congestion.png
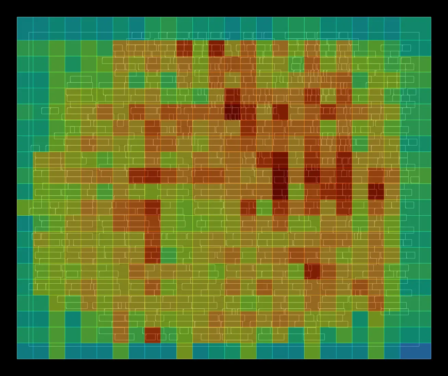
logic_types.png
Scale: 3 px per µm.
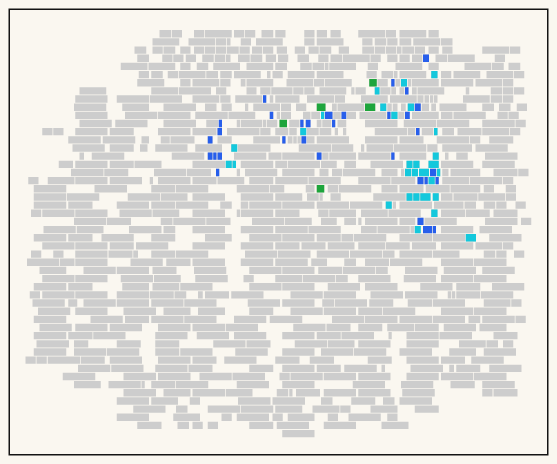
detail.png
Window x 74 to 104, y 29 to 59 µm. Cells in gray, sequential cells in the stronger gray; small squares are vias.
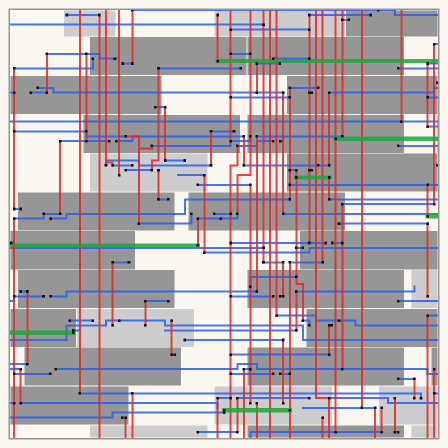
**src/rtl/jericalla_sequencer.sv**
```systemverilog
// jericalla_sequencer
//   Instruction issuer for the Jericalla datapath. Holds a loadable program
//   memory, a program counter and an FSM. Each ordinary word is issued over
//   a valid/ready handshake and the datapath's result/zf are captured one
//   cycle later. HALT (op F) and skip-if-zero (op E) run locally and are
//   never presented to the datapath.
//
//   Optional feature: define JERICALLA_SEQ_PERF_EN to add issued_count, a
//   saturating count of handshakes that is cleared by an accepted start.
//
// Ports:
//   clk, rst          clock (rising edge), async active-high reset
//   start             one-cycle pulse; runs the program from address 0 (IDLE/HALT only)
//   load_en/addr/data program memory write port (IDLE/HALT only)
//   instruction       17-bit word to the datapath: [16] en, [15:12] op,
//                     [11:8] dir1, [7:4] dir2, [3:0] dirW
//   instr_valid/ready issue handshake
//   result_in, zf_in  datapath result and zero flag
//   last_result/zf    values captured for the last issued instruction
//   pc                program counter
//   busy              high in FETCH, ISSUE and CAPTURE
//   halted            high in HALT
//   issued_count      (JERICALLA_SEQ_PERF_EN only) handshake count
module jericalla_sequencer #(
   parameter int DEPTH  = 16,
   parameter int ADDR_W = 4
) (
   input  logic              clk,
   input  logic              rst,
   input  logic              start,
   input  logic              load_en,
   input  logic [ADDR_W-1:0] load_addr,
   input  logic [16:0]       load_data,
   output logic [16:0]       instruction,
   output logic              instr_valid,
   input  logic              instr_ready,
   input  logic [31:0]       result_in,
   input  logic              zf_in,
   output logic [31:0]       last_result,
   output logic              last_zf,
   output logic [ADDR_W-1:0] pc,
   output logic              busy,
   output logic              halted
`ifdef JERICALLA_SEQ_PERF_EN
   ,
   output logic [15:0]       issued_count
`endif
);

   localparam logic [3:0] OP_HALT = 4'hF;
   localparam logic [3:0] OP_SKZ  = 4'hE;

   typedef enum logic [2:0] {
      S_IDLE,
      S_FETCH,
      S_ISSUE,
      S_CAPTURE,
      S_HALT
   } state_t;

   state_t      state;
   logic [16:0] mem [DEPTH];
   logic [16:0] fetch_word;
   logic        ctl_state;

   assign fetch_word = mem[pc];
   assign ctl_state  = (state == S_IDLE) || (state == S_HALT);

   // Memory is deliberately not reset; a program survives rst.
   // A write coinciding with start lands on the same edge, so the following
   // FETCH already sees the new word.
   always_ff @(posedge clk) begin
      if (ctl_state && load_en)
         mem[load_addr] <= load_data;
   end

   always_ff @(posedge clk or posedge rst) begin
      if (rst) begin
         state       <= S_IDLE;
         pc          <= '0;
         instruction <= '0;
         instr_valid <= 1'b0;
         last_result <= '0;
         last_zf     <= 1'b0;
         busy        <= 1'b0;
         halted      <= 1'b0;
      end else begin
         case (state)
            S_IDLE, S_HALT: begin
               if (start) begin
                  pc     <= '0;
                  state  <= S_FETCH;
                  busy   <= 1'b1;
                  halted <= 1'b0;
               end
            end
            S_FETCH: begin
               instruction <= fetch_word;
               case (fetch_word[15:12])
                  OP_HALT: begin
                     // pc is left pointing at the HALT word
                     state  <= S_HALT;
                     busy   <= 1'b0;
                     halted <= 1'b1;
                  end
                  OP_SKZ:
                     // stays in FETCH; pc wraps naturally modulo DEPTH
                     pc <= pc + (last_zf ? ADDR_W'(2) : ADDR_W'(1));
                  default: begin
                     state       <= S_ISSUE;
                     instr_valid <= 1'b1;
                  end
               endcase
            end
            S_ISSUE: begin
               if (instr_ready) begin
                  instr_valid <= 1'b0;
                  state       <= S_CAPTURE;
               end
            end
            S_CAPTURE: begin
               last_result <= result_in;
               last_zf     <= zf_in;
               pc          <= pc + ADDR_W'(1);
               state       <= S_FETCH;
            end
            default: begin
               state       <= S_IDLE;
               instr_valid <= 1'b0;
               busy        <= 1'b0;
               halted      <= 1'b0;
            end
         endcase
      end
   end

`ifdef JERICALLA_SEQ_PERF_EN
   always_ff @(posedge clk or posedge rst) begin
      if (rst)
         issued_count <= '0;
      else if (ctl_state && start)
         issued_count <= '0;
      else if (state == S_ISSUE && instr_ready && issued_count != 16'hFFFF)
         issued_count <= issued_count + 16'd1;
   end
`endif

endmodule
```
**config.mk**
```make
export PLATFORM = sky130hd
export DESIGN_NAME = jericalla_sequencer
export DESIGN_NICKNAME = d
export VERILOG_FILES = /design/src/rtl/jericalla_sequencer.sv
export SDC_FILE = /design/constraint.sdc
export NUM_CORES = 1
export LEC_CHECK = 0
export CORE_AREA = 5 5 174 143
export DETAILED_ROUTE_END_ITERATION = 8
export DIE_AREA = 0 0 179 148
export GPL_TIMING_DRIVEN = 0
export PLACE_DENSITY = 0.76
export SYNTH_ARGS = -nofsm -noshare
export SYNTH_HDL_FRONTEND = slang
export SYNTH_SLANG_ARGS = --single-unit
```
**constraint.sdc**
```tcl
create_clock -name clk -period 3.5 [get_ports clk]
set_clock_uncertainty 0.2 [all_clocks]
set_input_delay 1.05 -clock clk [delete_from_list [all_inputs] [get_ports clk]]
set_output_delay 1.05 -clock clk [all_outputs]
set_load 0.01 [all_outputs]
```
==> results.py <==
# Physical implementation metrics
metrics = {
    "global_routing": {
        "grt_pass1_wl_um": 43800,
        "grt_overflow": 0,
        "grt_pass1_vias": 7112,
        "busiest_layer": "met2",
        "met2_usage_pct": 36.4,
        "grt_max_degree": 43,
        "antenna_found_initial": 0,
        "met1_usage_pct": 31.5,
    },
    "timing": {
        "fmax_ghz": 0.320,
        "fin_hold_ws_ps": 304,
        "finalSetupViolations": 0,
        "fin_crit_sh_pct": 89.3,
        "tns_ps": 0,
        "slew_headroom_pct": 32.0,
        "fin_crit_ps": 3130,
    },
    "route": {
        "met3_length_um": 2480,
        "top_layer": "met4",
        "wl_per_cell_um": 26.3,
        "drt-met1-wl_um": 11400,
        "drcViolationCount": 0,
        "dr.pass1.iters": 5,
    },
    "synthesis": {
        "adder_share_pct": 0.350,
        "ys_sh_mux_pct": 18.7,
        "ys_sh_simple_pct": 2.53,
        "yosys_area_mm2": 0.0129,
        "ys_ff": 332,
        "synthesis.nets": 664,
        "netlist_area_mm2": 0.0129,
        "ff_type": "edfxtp_1",
        "yosys_cells": 602,
        "top_cells_by_count": "edfxtp_1, mux4_2, dfrtp_1",
        "syn_area_per_cell_um2": 21.4,
        "yosysSeqAreaShare_pct": 75.2,
        "ys_types": 42,
    },
    "worst_setup_path": {
        "critPathMaxFanout": 10,
        "worstReg2RegStart": "state[0]$_DFFE_PP0P_",
        "rrSetupSlack_ps": 370,
        "critPathLaunch": "state[0]$_DFFE_PP0P_",
        "critical_path.startpoint_type": "register",
        "crit_family": "simple AND/OR/NAND/NOR gates",
        "worstSetupPathType": "reg -> reg",
        "cp_common_cell": "nand2_1",
        "crit_chain": "clkbuf_1 -> nor2b_1 -> nand2_1 -> buf_1 -> nand2_1 -> ha_1 -> fa_1 -> nand2_1 -> o21ai_0 -> a41oi_1 -> nand3_1",
        "cp.depth": 11,
        "crit_path_max_incr_delay_ps": 440,
        "crit_end": "pc[2]$_DFFE_PP0P_",
        "ff2ff_path_depth": 11,
    },
    "finish": {
        "seqCellArea_mm2": 0.00967,
        "diodes": 0,
        "fillers": 1412,
        "fin_area_mm2": 0.0158,
        "clock_buffers": 46,
        "utilization_pct": 69.0,
        "final_cell_mix": "edfxtp_1, clkdlybuf4s50_1, mux4_2",
        "largest_register_ffs": 272,
        "inverters": 8,
        "biggestCellCategory": "flip-flops and latches",
        "regMostFlops": "mem",
        "seq_share_pct": 61.0,
        "syn_to_final_growth_pct": 23.1,
        "nets": 835,
    },
    "floorplanning": {
        "core_mm2": 0.0230,
        "fp_util_pct": 56.0,
        "dieHeight_um": 148,
        "die_area_mm2": 0.0265,
    },
    "clock_tree": {
        "root_buffer": "clkbuf_16",
        "clk_latency_ps": 500,
        "post-cts-setup-buffer-count": 0,
        "cts_max_level": 2,
        "cts_sinks": 332,
        "cts.path.max_buffers": 3,
        "cts_tree": "built",
        "cts_buffers": 34,
    },
    "power": {
        "p_leak_nw": 5.33,
        "pg_clk_mw": 3.42,
        "p_sw_share_pct": 28.3,
        "powerComb_mw": 3.94,
        "powerDensity_mw_per_mm2": 774,
        "combinationalPowerShare_pct": 32.1,
        "p_seq_mw": 4.91,
        "clockPowerShare_pct": 27.9,
        "power.internal_mw": 8.79,
        "ir_drop_v": 0.000481,
    },
    "status": {
        "outcome": "finished, final reports clean",
    },
    "job": {
        "maxCapViolCount": 0,
    },
    "min_path": {
        "hold_start": "instruction[14]$_DFFE_PP0P_",
        "worstHoldEndpoint": "instruction[14]$_DFFE_PP0P_",
    },
    "placed_design": {
        "dp_slack_ps": -51.1,
        "dp.final_hpwl_um": 19400,
    },
}
About congestion.png:
Tot GR Track Use: 22.5%
GR Util met3: 5.09%

About logic_types.png:
| family | color | cells | most used |
|---|---|---|---|
| AND-OR and OR-AND gates | green | 5 | a21o_1 |
| NOR gates | cyan | 29 | nor2_2 |
| NAND gates | blue | 32 | nand2_1 |
multi-input combinational area share: 19.1%
Final Non-Filler Cells: 1108
most numerous logic cell after layout: edfxtp_1

About detail.png:
| layer | color |
|---|---|
| metal 3 | green |
| metal 2 | red |
| metal 1 | blue |
most frequent: edfxtp_1 (18), mux4_2 (4)
sequential cells in the window: 18
cells with their middle in the window: 24
netlist names of flops here include: mem (18)

Power figures rest on the tool's default switching activity, not on a simulated workload.
